[config.mk]
export PLATFORM = sky130hd
export DESIGN_NAME = button_conditioner
export DESIGN_NICKNAME = d
export VERILOG_FILES = /design/src/rtl/button_conditioner.sv
export SDC_FILE = /design/constraint.sdc
export NUM_CORES = 1
export LEC_CHECK = 0
export CORE_AREA = 2 2 96 98
export DETAILED_ROUTE_END_ITERATION = 16
export DIE_AREA = 0 0 98 100
export PLACE_DENSITY = 0.72
export SLEW_MARGIN = 20
export SYNTH_ARGS = -nofsm -noshare
export SYNTH_HDL_FRONTEND = slang
export SYNTH_SLANG_ARGS = --single-unit
export TNS_END_PERCENT = 100
[constraint.sdc]
create_clock -name clk -period 4.9 [get_ports clk]
set_input_delay 0.49 -clock clk [delete_from_list [all_inputs] [get_ports clk]]
set_output_delay 0.49 -clock clk [all_outputs]
set_load 0.01 [all_outputs]
[src/rtl/button_conditioner.sv]
// Two-channel pushbutton conditioner: synchronise, debounce, edge pulses,
// long-press detection and a wrapping press counter for the jump button.
module button_conditioner #(
  parameter int unsigned DEBOUNCE_CYCLES   = 250000,
  parameter int unsigned LONG_PRESS_CYCLES = 12500000,
  parameter int unsigned CNT_W             = 24
) (
  input  logic       clk,
  input  logic       sys_rst_n,
  input  logic       jump_raw,
  input  logic       halt_raw,
  output logic       jump_out,
  output logic       jump_rise,
  output logic       jump_fall,
  output logic       jump_long,
  output logic       halt_out,
  output logic [7:0] press_count
);

  localparam int unsigned NCH  = 2;
  localparam int unsigned JUMP = 0;
  localparam int unsigned HALT = 1;

  localparam logic [CNT_W-1:0] DB_LAST = CNT_W'(DEBOUNCE_CYCLES - 1);
  localparam logic [CNT_W-1:0] LP_MAX  = CNT_W'(LONG_PRESS_CYCLES);

  typedef enum logic [1:0] {
    STABLE_LO,
    CHECK_HI,
    STABLE_HI,
    CHECK_LO
  } state_t;

  logic [NCH-1:0]   w_raw;
  logic [NCH-1:0]   r_sync1;
  logic [NCH-1:0]   r_sync2;
  state_t           r_state     [NCH];
  state_t           w_state_nxt [NCH];
  logic [CNT_W-1:0] r_cnt       [NCH];
  logic [CNT_W-1:0] w_cnt_nxt   [NCH];
  logic [NCH-1:0]   r_level;
  logic [NCH-1:0]   w_level_nxt;

  logic             r_jump_rise;
  logic             r_jump_fall;
  logic             r_jump_long;
  logic [CNT_W-1:0] r_hold;
  logic [CNT_W-1:0] w_hold_nxt;
  logic [7:0]       r_press;

  assign w_raw = {halt_raw, jump_raw};

  always_ff @(posedge clk or negedge sys_rst_n) begin
    if (!sys_rst_n) begin
      r_sync1 <= '0;
      r_sync2 <= '0;
      r_level <= '0;
      for (int unsigned ch = 0; ch < NCH; ch++) begin
        r_state[ch] <= STABLE_LO;
        r_cnt[ch]   <= '0;
      end
    end else begin
      r_sync1 <= w_raw;
      r_sync2 <= r_sync1;
      r_level <= w_level_nxt;
      for (int unsigned ch = 0; ch < NCH; ch++) begin
        r_state[ch] <= w_state_nxt[ch];
        r_cnt[ch]   <= w_cnt_nxt[ch];
      end
    end
  end

  // The accepted level only changes on a CHECK_* exit, so edge pulses are
  // derived from the next-level transition rather than from the FSM states.
  always_comb begin
    for (int unsigned ch = 0; ch < NCH; ch++) begin
      w_state_nxt[ch] = r_state[ch];
      w_cnt_nxt[ch]   = r_cnt[ch];
      w_level_nxt[ch] = r_level[ch];
      unique case (r_state[ch])
        STABLE_LO: begin
          if (r_sync2[ch]) begin
            w_state_nxt[ch] = CHECK_HI;
            w_cnt_nxt[ch]   = '0;
          end
        end
        CHECK_HI: begin
          if (!r_sync2[ch]) begin
            w_state_nxt[ch] = STABLE_LO;
          end else if (r_cnt[ch] == DB_LAST) begin
            w_state_nxt[ch] = STABLE_HI;
            w_level_nxt[ch] = 1'b1;
          end else begin
            w_cnt_nxt[ch] = r_cnt[ch] + CNT_W'(1);
          end
        end
        STABLE_HI: begin
          if (!r_sync2[ch]) begin
            w_state_nxt[ch] = CHECK_LO;
            w_cnt_nxt[ch]   = '0;
          end
        end
        CHECK_LO: begin
          if (r_sync2[ch]) begin
            w_state_nxt[ch] = STABLE_HI;
          end else if (r_cnt[ch] == DB_LAST) begin
            w_state_nxt[ch] = STABLE_LO;
            w_level_nxt[ch] = 1'b0;
          end else begin
            w_cnt_nxt[ch] = r_cnt[ch] + CNT_W'(1);
          end
        end
        default: begin
          w_state_nxt[ch] = STABLE_LO;
        end
      endcase
    end
  end

  always_comb begin
    w_hold_nxt = '0;
    if (r_level[JUMP]) begin
      w_hold_nxt = (r_hold == LP_MAX) ? r_hold : r_hold + CNT_W'(1);
    end
  end

  // Gating jump_long with the next level makes it drop together with jump_fall.
  always_ff @(posedge clk or negedge sys_rst_n) begin
    if (!sys_rst_n) begin
      r_jump_rise <= 1'b0;
      r_jump_fall <= 1'b0;
      r_jump_long <= 1'b0;
      r_hold      <= '0;
      r_press     <= '0;
    end else begin
      r_jump_rise <= w_level_nxt[JUMP] & ~r_level[JUMP];
      r_jump_fall <= ~w_level_nxt[JUMP] & r_level[JUMP];
      r_jump_long <= w_level_nxt[JUMP] & (w_hold_nxt == LP_MAX);
      r_hold      <= w_hold_nxt;
      if (r_jump_rise) begin
        r_press <= r_press + 8'd1;
      end
    end
  end

  assign jump_out    = r_level[JUMP];
  assign halt_out    = r_level[HALT];
  assign jump_rise   = r_jump_rise;
  assign jump_fall   = r_jump_fall;
  assign jump_long   = r_jump_long;
  assign press_count = r_press;

endmodule

Fig. 1: run 1, port wiring
(4 px per um)
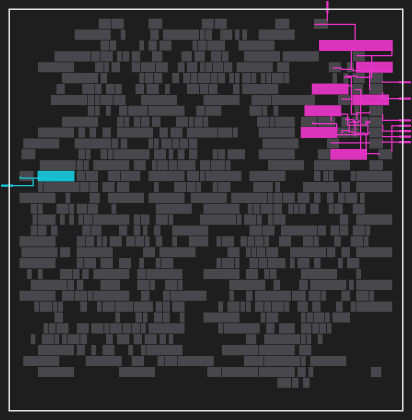
[press_count] magenta | direction: output | edge: 7 right, 1 top | end cells: 8 | buffers: 8 | wire: 224 um
[jump_fall] cyan | direction: output | edge: left | end cells: 1 | buffers: 1 | wire: 20.8 um

Fig. 2: run 1, placed standard cells
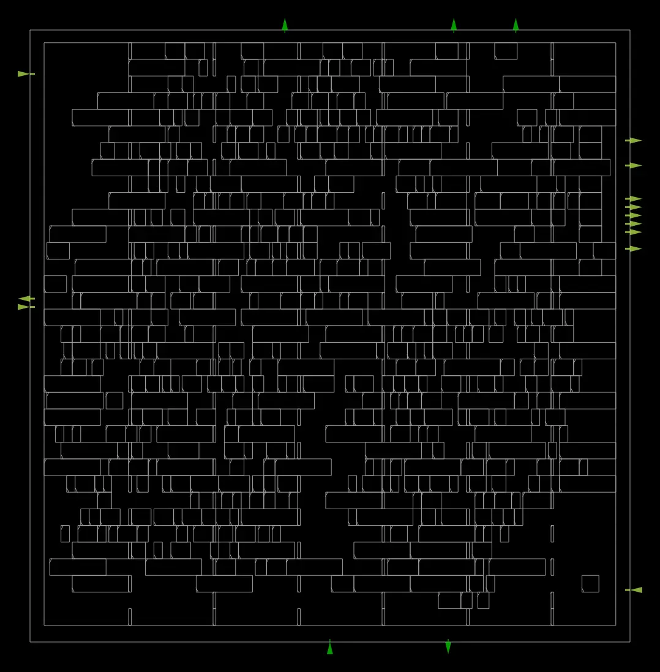
sequential cell area share: 0.447
flop count: 93
FP Rows: 35
fillers: 794

Fig. 3: run 1, drive-strength map
(4 px per um)
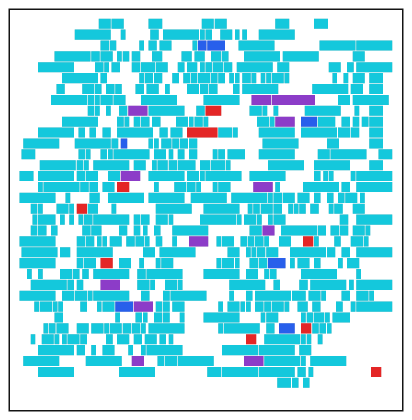
[drive 1 or less] cyan | cells: 490 | share: 95%
[drive 6 and up] purple | cells: 12 | share: 2.3%
[drive 2] blue | cells: 7 | share: 1.4%
[drive 3 to 4] red | cells: 9 | share: 1.7%
Buffers, non-clock: 20
area delta synth->final: 9.48%
final instance area: 5200 sq um

Fig. 4: run 1, signal wires on met1
(6 px per um) Supply wires on this layer in gray. Cells faint in the background.
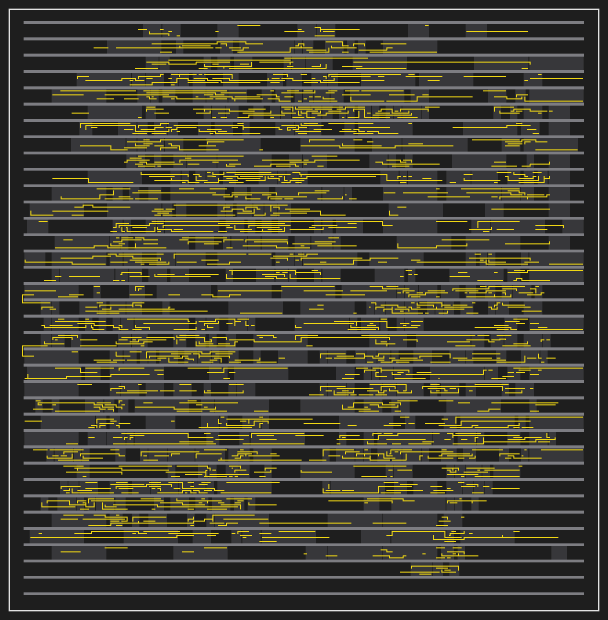
nets with wire on the layer: 478
wire length on this layer: 4,470 um
main direction: horizontal
met1 usage: 0.273
drt total wl: 9190 um
Vias: 3,584

==> impl_metrics.json, run 1 <==
{
  "numPortBuffers": 16,
  "fp.coreArea_sq_um": 8890,
  "finalPower_uw": 1340,
  "placed_cell_area_sq_um": 4990,
  "ff_type": "dfrtp_1",
  "finalSetupTns_ps": 0,
  "grt_pass1_wl_um": 16000,
  "whs_ps": 73.7,
  "ys_ff": 93,
  "drc": 0,
  "yosysUniqueCellTypes": 46,
  "cp_data_arrival_time_ps": 2970,
  "crit_path_start_kind": "register",
  "finalMaxSlewViolations": 0,
  "cts_tree": "built",
  "ctsLongestPathBuffers": 2,
  "insertion_delay_ps": 360,
  "syn_avg_cell_area_sq_um": 9.47,
  "post-route-period-util": 0.552,
  "fin_util": 0.585,
  "place_ws_ps": 2230,
  "wl_per_cell_um": 14.6,
  "fin_crit_ps": 2700,
  "final_nets": 522,
  "tightest_slew_ps": 942,
  "firstDrtPassIters": 6,
  "die_area_sq_um": 9800,
  "antenna_cells": 0,
  "power_leakage_uw": 0.00213,
  "vdd_ir_drop_max_uv": 152,
  "drive_above_1_share": 0.0541,
  "cts_hold_buf": 0,
  "synthCells": 502,
  "htree_num_levels": 3,
  "placed_cells": 613,
  "status": "complete, no violations",
  "fin_cells": 629,
  "yosys_area_sq_um": 4750,
  "synth_area_sq_um": 4750,
  "gp_congestion": 0.873,
  "clk_pin_slew_ps": 100,
  "maxCapViolCount": 0,
  "async_flop_share": 1.00,
  "skew_ps": 14.2,
  "cts_buffers": 9,
  "pwr_density_cell_nw_per_um2": 258,
  "gr-total-overflow": 0,
  "critPathRequiredTime_ps": 5170,
  "setup-violations-final": 0,
  "rsz0062_at_grt": "false",
  "via_per_inst": 5.70,
  "hp-class": "in2async",
  "clockRootBuffer": "clkbuf_8",
  "first_global_vias": 3444,
  "warnings": 27,
  "hold_viol": 0,
  "path_class": "reg2reg",
  "syn_nets": 511,
  "grt_usage": 0.198,
  "critPathMaxFanout": 10,
  "max_freq_mhz": 370,
  "drtIter0Drc": 175,
  "detail-route-antenna-nets": 0,
  "post_cts_buffers": 0,
  "dp_hpwl_um": 6240,
  "die_w_um": 98,
  "cts.sinks": 93,
  "end_kind": "register",
  "antenna_found_initial": 0,
  "ys_seq_share": 0.490,
  "ys_cells": 502
}
[run 1: cell usage in the layout (no fill, tap or decap), types with 4 or more instances in the layout]
cell	n
dfrtp_1	93
nor2_1	74
xnor2_1	38
nand2_1	34
xor2_1	31
nand4_1	29
nor3_1	26
nand3_1	25
inv_1	17
clkdlybuf4s50_1	15
nor4_1	14
o21ai_0	12
a21oi_1	11
clkbuf_8	9
and2_1	7
and3_1	7
or3_1	5
ha_1	5
buf_4	5
or4_1	4
and4_1	4
nand2b_1	4
nor4b_1	4
nand4b_1	4
[run 1: worst paths after layout]
kind / start / end / slack (ps) / cells past startpoint
max in group asynchronous: sys_rst_n / jump_fall / 3760 / 2
hold / removal: sys_rst_n / r_cnt[2] / 70 / 1
setup reg to reg: r_hold[4] / jump_long / 2200 / 6
setup / recovery: r_hold[4] / jump_long / 2200 / 6
hold reg to reg: r_sync1[1] / r_sync2[1] / 360 / 0
min in group clk: r_sync1[1] / r_sync2[1] / 360 / 0
[run 1: cell families after synthesis]
| logic type | share of synthesized area |
|---|---|
| buf+inv | 0.0324 |
| simple gates | 0.280 |
| xor+xnor | 0.127 |
| compound gates | 0.0469 |
| fa+ha+maj | 0.0132 |
| mux | 0.0111 |
| flops | 0.490 |
[run 1: cell usage after synthesis (all sizes together), types with 7 or more instances]
cell type  number  area share
dfrtp          93        0.49
nor2           74       0.058
xnor2          38       0.070
nand2          34       0.027
xor2           31       0.057
nand4          29       0.038
nor3           26       0.027
nand3          25       0.026
clkbuf         18       0.014
nor4           18       0.028
inv            17       0.013
o21ai          12       0.013
a21oi          11       0.012
and2            7      0.0092
and3            7      0.0092
[run 1: worst max-delay path: stages (launching register included)]
cell      delay (ps)
dfrtp_1          470
nand4_1          360
or3_1            600
or4_1            540
a21oi_1          230
nand4b_1         150
nor4_2           270
[run 1: cell type report]
| cell class | instances | area [sq um] | share of cell area |
|---|---|---|---|
| Clock buffer | 10 | 128 | 0.0245 |
| Clock inverter | 6 | 70.1 | 0.0135 |
| Inverter | 18 | 67.6 | 0.0130 |
| Multi-Input combinational cell | 371 | 2280 | 0.439 |
| Sequential cell | 93 | 2330 | 0.447 |
| Tap cell | 111 | 139 | 0.0267 |
| Timing Repair Buffer | 20 | 188 | 0.0361 |
[run 1: routing by layer]
metal  part of all wire  wire, um  global-route usage  vias up
met5                  0         0                   0        -
met4              0.017       156              0.0801        0
met3              0.046       427              0.0383       15
met2               0.45      4130               0.313       84
met1               0.49      4470               0.273     1718
li1                   -         -                   -     1767
[run 1: state kept, by name, summed over array words and instances, names as in the netlist, named ones only]
| name | flops |
|---|---|
| r_sync1 | 2 |
| jump_long | 1 |
| press_count | 8 |
| r_hold | 24 |
| r_cnt | 48 |
| jump_fall | 1 |
| r_state | 2 |
| r_level | 2 |
| jump_rise | 1 |
| r_sync2 | 2 |
[run 1: where the power goes]
group / leakage [uW] / switching [uW] / internal (uW)
sequential: 0.00128 / 8.49 / 776
combinational: 0.000745 / 33.3 / 13.4
clock: 0.000101 / 271 / 241
Fig. 5: run 1, local utilization
(4 px per um) The die is cut into 10 by 10 equal tiles; dark blue is low, red is high, 0 to 100% covered.
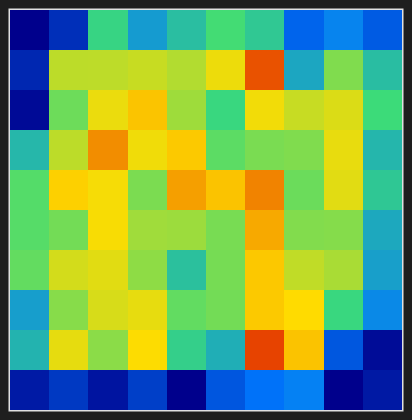

## Run 2: what changed since run 1
--- a/config.mk
+++ b/config.mk
@@ -8,7 +8,7 @@
 export CORE_AREA = 2 2 96 98
 export DETAILED_ROUTE_END_ITERATION = 16
 export DIE_AREA = 0 0 98 100
-export PLACE_DENSITY = 0.72
+export PLACE_DENSITY = 0.75
 export SLEW_MARGIN = 20
 export SYNTH_ARGS = -nofsm -noshare
 export SYNTH_HDL_FRONTEND = slang
==> constraint.sdc (replaced) <==
create_clock -name clk -period 2.4 [get_ports clk]
set_input_delay 0.24 -clock clk [delete_from_list [all_inputs] [get_ports clk]]
set_output_delay 0.24 -clock clk [all_outputs]
set_load 0.01 [all_outputs]
Fig. 6: run 2, local utilization
(4 px per um) The die is cut into 10 by 10 equal tiles; dark blue is low, red is high, 0 to 100% covered.
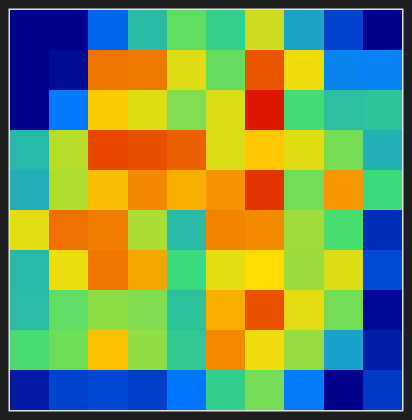
emptiest ninth of the die: upper left
tiles over 75% full: 25%
mean over tiles: 53%

Fig. 7: run 2, placed standard cells
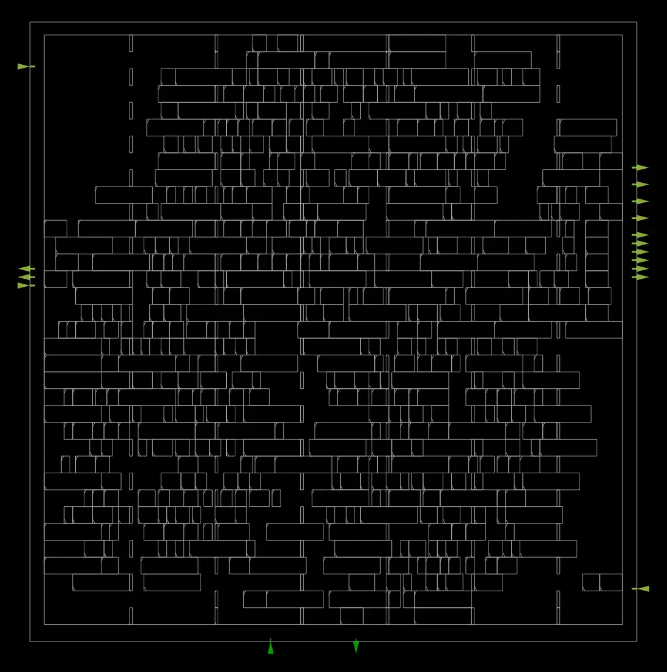
Well Taps: 111
sequential cell area share: 0.433

Fig. 8: run 2, drive-strength map
(4 px per um)
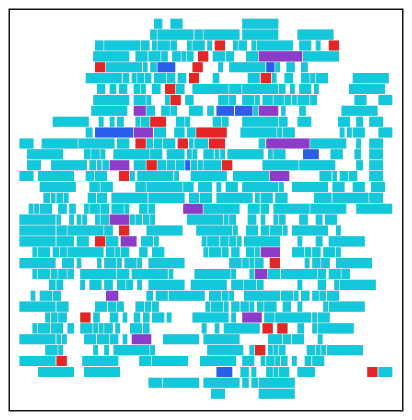
[drive 2] blue | cells: 8 | share: 1.5%
[drive 6 and up] purple | cells: 15 | share: 2.8%
[drive 3 to 4] red | cells: 26 | share: 4.9%
[drive 1 or less] cyan | cells: 487 | share: 91%
Buffers, non-clock: 38
worst setup margin: 56.1 ps
final instance area: 5380 sq um

==> impl_metrics.json, run 2 <==
{
  "status": "complete, no violations",
  "layout_top_cells": "dfrtp_1 (92), nor2_1 (74), xnor2_1 (38)",
  "post_cts_buffers": 0,
  "tightest_slew_ps": 682,
  "numPortBuffers": 16,
  "synthCells": 502,
  "ctsLongestPathBuffers": 2,
  "yosysMostFrequentCell": "dfrtp_1",
  "whs_ps": 308,
  "gr-total-overflow": 0,
  "fin_util": 0.605,
  "dp_hpwl_um": 6390,
  "firstDrtPassIters": 4,
  "placed_cell_area_sq_um": 5130,
  "edf_count": 0,
  "critPathMaxFanout": 5,
  "synth_area_sq_um": 4750,
  "synth.area.top_cells": "dfrtp_1 (49%), xnor2_1 (7.0%), nor2_1 (5.8%), xor2_1 (5.7%), nand4_1 (3.8%)",
  "critPathRequiredTime_ps": 2670,
  "die_area_sq_um": 9800,
  "antenna_cells": 0,
  "cts.sinks": 93,
  "clockRootBuffer": "clkbuf_8",
  "maxCapViolCount": 0,
  "place_ws_ps": 70.7,
  "post-route-period-util": 0.977,
  "fill_cells": 735,
  "first_global_vias": 3643,
  "syn_avg_cell_area_sq_um": 9.47,
  "drc": 0,
  "insertion_delay_ps": 360,
  "drive_above_1_share": 0.0914,
  "setup-violations-final": 0,
  "syn_nets": 511,
  "skew_ps": 9.60,
  "rows": 35,
  "largest_area_cell": "dfrtp_1",
  "drtIter0Drc": 192,
  "htree_num_levels": 3,
  "cts_tree": "built",
  "ys_ff": 93,
  "vdd_ir_drop_max_uv": 301,
  "warnings": 28,
  "grt_pass1_wl_um": 16600,
  "cts_buffers": 9,
  "max_freq_mhz": 427,
  "top_cells_by_count": "dfrtp_1 (93), nor2_1 (74), xnor2_1 (38)",
  "rsz0062_at_grt": "true",
  "num_vias": 3698,
  "antenna_found_initial": 0,
  "largest_reg_flops": 48,
  "end_kind": "register",
  "yosys.area.top_type_share": 0.490,
  "grt_max_degree": 44,
  "top_register": "r_cnt",
  "final_nets": 540,
  "ys_seq_share": 0.490,
  "hold_viol": 0,
  "async_flop_share": 1.00,
  "pwr_density_cell_nw_per_um2": 541,
  "gp_congestion": 0.878,
  "ff_type": "dfrtp_1",
  "via_per_inst": 5.72,
  "finalSetupTns_ps": 0,
  "fin_crit_ps": 2340,
  "clk_pin_slew_ps": 100,
  "path_class": "reg2reg",
  "power_leakage_uw": 0.00223,
  "fp.coreArea_sq_um": 8890,
  "finalMaxSlewViolations": 0,
  "crit_path_start_kind": "register",
  "grt_usage": 0.206,
  "hp-class": "in2reg",
  "routed_wl_um": 9390,
  "layout_top_cell": "dfrtp_1",
  "detail-route-antenna-nets": 0,
  "ys_cells": 502,
  "yosysUniqueCellTypes": 46,
  "yosys_area_sq_um": 4750,
  "synthToLayoutAreaGrowth_pct": 13.1,
  "wl_per_cell_um": 14.5
}
-- run 2: layer usage --
metal	wire (um)	GRT usage	up-vias
met5	0	0	-
met4	161	0.0726	0
met3	392	0.0369	18
met2	4380	0.335	80
met1	4460	0.283	1793
li1	-	-	1807
-- run 2: what timing repair did --
action / 4_1_cts / 5_1_grt
hold buffers: 1 / 0
endpoints found under the hold margin: 40 / 0
endpoints found under the setup margin: 0 / 1
resized: 0 / 4
-- run 2: cell families after synthesis --
logic type,after synthesis,share of synthesized area
simple gates,255,0.280
fa+ha+maj,5,0.0132
flops,93,0.490
xor+xnor,69,0.127
mux,5,0.0111
buf+inv,38,0.0324
compound gates,37,0.0469
-- run 2: per-stage QoR --
step	power, uW	instances
after CTS	2930	647
final	2910	647
after floorplan	1680	502
after global routing	3010	647
after global placement	1730	630
after detailed placement	1740	630
-- run 2: critical path: stages, from the launching register on --
cell and delay, ps:
dfrtp_1 440, or3b_4 420, or4_4 430, nor4_4 270, mux2i_1 110, or4_1 440, nor4_2 170
-- run 2: where the power goes --
part / leakage, uW / switching (uW) / internal, uW
Sequential: 0.00128 / 17.7 / 1580
Clock: 0.000113 / 596 / 605
Combinational: 0.000835 / 70.5 / 31.8
Total: 0.00223 / 684 / 2220
-- run 2: cell type report --
type / count / area, sq um / share of cell area
multi-input cells: 371 / 2290 / 0.425
inverters: 18 / 67.6 / 0.0126
repair buffers: 38 / 325 / 0.0605
well taps: 111 / 139 / 0.0258
flip-flops and latches: 93 / 2330 / 0.433
clock buffers: 9 / 124 / 0.0230
clock inverters: 7 / 105 / 0.0196
-- run 2: path summary, 6_finish.rpt --
kind	start	end	slack (ps)	depth (start not counted)
worst max-delay path	r_hold[3]	jump_long	60	6
worst min-delay path	halt_raw	r_sync1[1]	310	1
worst max register to register	r_hold[3]	jump_long	60	6
worst min register to register	r_sync1[0]	r_sync2[0]	360	0
max in group asynchronous	sys_rst_n	r_cnt[15]	1290	3
min in group asynchronous	sys_rst_n	r_cnt[2]	390	2
No activity file was given, so power comes from the tool's default toggle rates.
